==> config.mk <==
export PLATFORM = sky130hd
export DESIGN_NAME = viterbi_puncture
export DESIGN_NICKNAME = d
export VERILOG_FILES = /design/src/rtl/viterbi_pkg.sv /design/src/rtl/viterbi_puncture_pattern.sv /design/src/rtl/viterbi_puncture.sv
export SDC_FILE = /design/constraint.sdc
export NUM_CORES = 1
export LEC_CHECK = 0
export CORE_AREA = 2 2 39 41
export DETAILED_ROUTE_END_ITERATION = 12
export DIE_AREA = 0 0 41 43
export HOLD_SLACK_MARGIN = 0.12
export PLACE_DENSITY = 0.79
export SETUP_SLACK_MARGIN = 0.5
export SLEW_MARGIN = 20
export SYNTH_ARGS = -nofsm -noshare
export SYNTH_HDL_FRONTEND = slang
export SYNTH_HIERARCHICAL = 1
export SYNTH_SLANG_ARGS = --single-unit
==> constraint.sdc <==
create_clock -name Clock -period 2.7 [get_ports Clock]
set_input_delay 0.54 -clock Clock [delete_from_list [all_inputs] [get_ports Clock]]
set_output_delay 0.54 -clock Clock [all_outputs]
set_load 0.02 [all_outputs]
metal_stack.png
Only two layers are drawn.
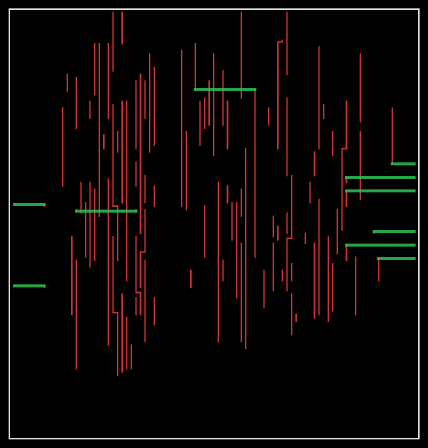
layer	colour	wire length
met2	red	592 um
met3	green	48.1 um
DRT Wirelength: 1.14 mm
Total GRT Usage: 0.142
routed length per instance: 12.7 um
vias: 465

pins.png
The bar under the picture is 10 um long. Pins as bars across the die edge, other pins in grey.
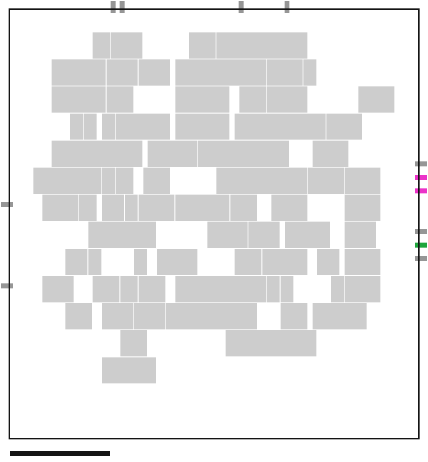
port	colour	pins	direction	edge
InY	magenta	2	input	right
OutReady	green	1	input	right
all pins by edge	6 right, 4 top, 2 left
die width: 41 um
Die Span Y: 43 um
IO buf count: 11

gate_families.png
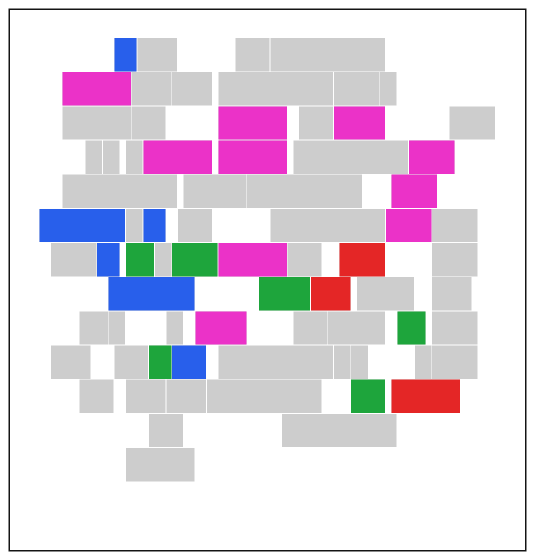
family	colour	cells
AND-OR and OR-AND gates	red	3
NAND gates	green	6
inverting AOI/OAI gates	blue	6
multiplexers	magenta	10
multi-input combinational area share: 0.521
top logic cell by instance count in the layout: dfrtp_1
fin cells: 90

drive_strength.png
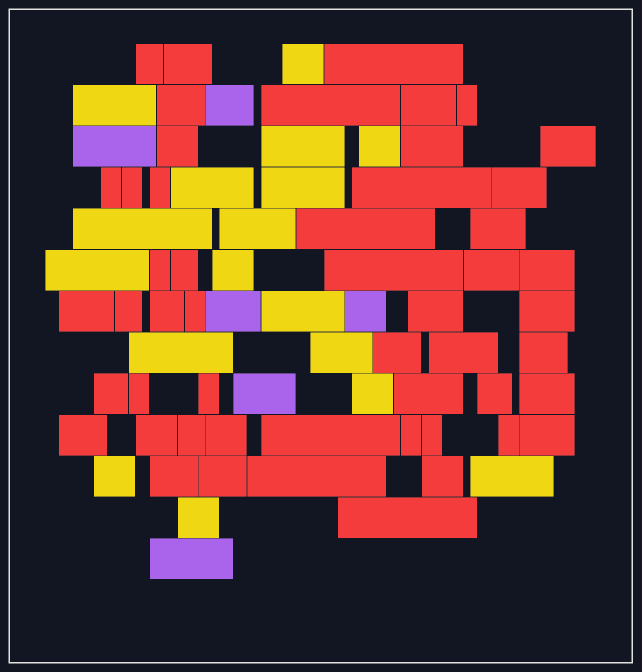
size	colour	cells
drive 1 or less	red	51
drive 3 to 4	yellow	17
drive 2	purple	6
Layout area overhead: 37.9%
Non-clk bufs: 14
Setup WS post-layout: 0.532 ns
fin area: 828 um^2

==> Changelog: implementation <==
### Changed

* Cell type with the largest total area: dfrtp_1
* Status: completed
* Clk pwr at 0.0000862 W
* Met2 Use GR at 0.191
* Grt met3 use at 0.0157
* Hold crit path type: flip-flop to flip-flop
* Switching Share at 0.386
* Logic area at 432 um^2
* GR Util met1 at 0.213
* Antenna Cells at 0
* Post-route ant nets at 0
* Adder-cell share of the synthesized area at 0.0833
* Cell count listed in synth_stat.txt at 57
* Peak VDD IR at 424 uV
* Static Leak at 0.404 nW
* Crit-path max FO at 4
* Seq/Total Area, Yosys at 0.333
* Die area at 0.00176 mm^2
* Main flop type: dfrtp_1
* Final period util at 0.803
* Crit path cell chain: dlygate4sd2_1 > o21bai_4 > mux2_4 > inv_1 > ha_2 > nor2_1 > o21ai_0 > and3_2 > a31o_1
* Metal2 WL at 592 um
* Flop pwr share at 0.274
* Slew HR at 0.767
* Busiest grt layer: met1
* Post-Synth AOI/OAI Area at 0.125
* Maxcap violations at 0
* Layout non-clock buf frac at 0.154
* Cell count after synthesis at 57
* Clock network area share at 0.0272
* Drt drc at 0
* Worst Setup Start Kind: input port
* Internal power at 0.000512 W
* Clock Skew at 0.00327 ns
* CP max stage delay at 0.33 ns
* Post-cts resize count at 12
* Std cell rows at 14
* Initial antenna violation count at 0
* CP Class: input port to flip-flop
* Final hold vios at 0
* Power share of the clock group at 0.103
* Vias in the first global route at 417
* Post-layout min period at 2.17 ns
* Count of library flops with an enable pin at 0
* Dominant comb cell: simple AND/OR/NAND/NOR gates
* Post-DP HPWL at 816 um
* Drt first pass iters at 4
* CP bufs+invs at 2
* P_seq at 0.000228 W
* Metal3 WL at 48 um
* Biggest Area Class: combinational gates
* CLK BUF at 3
* Fmax at 461 MHz
* Top layer in use: met3
* Worst reg2reg path depth at 8
* M1 WL at 499 um
* Final core utilization at 0.599
* Placed cell count at 85
* Top power group: combinational logic
* Top cells by area: dfrtp_1 (33%), ha_1 (8.3%), mux2_4 (7.5%)
* Synth Cell Area at 601 um^2
Power figures rest on the tool's default switching activity, not on a simulated workload.
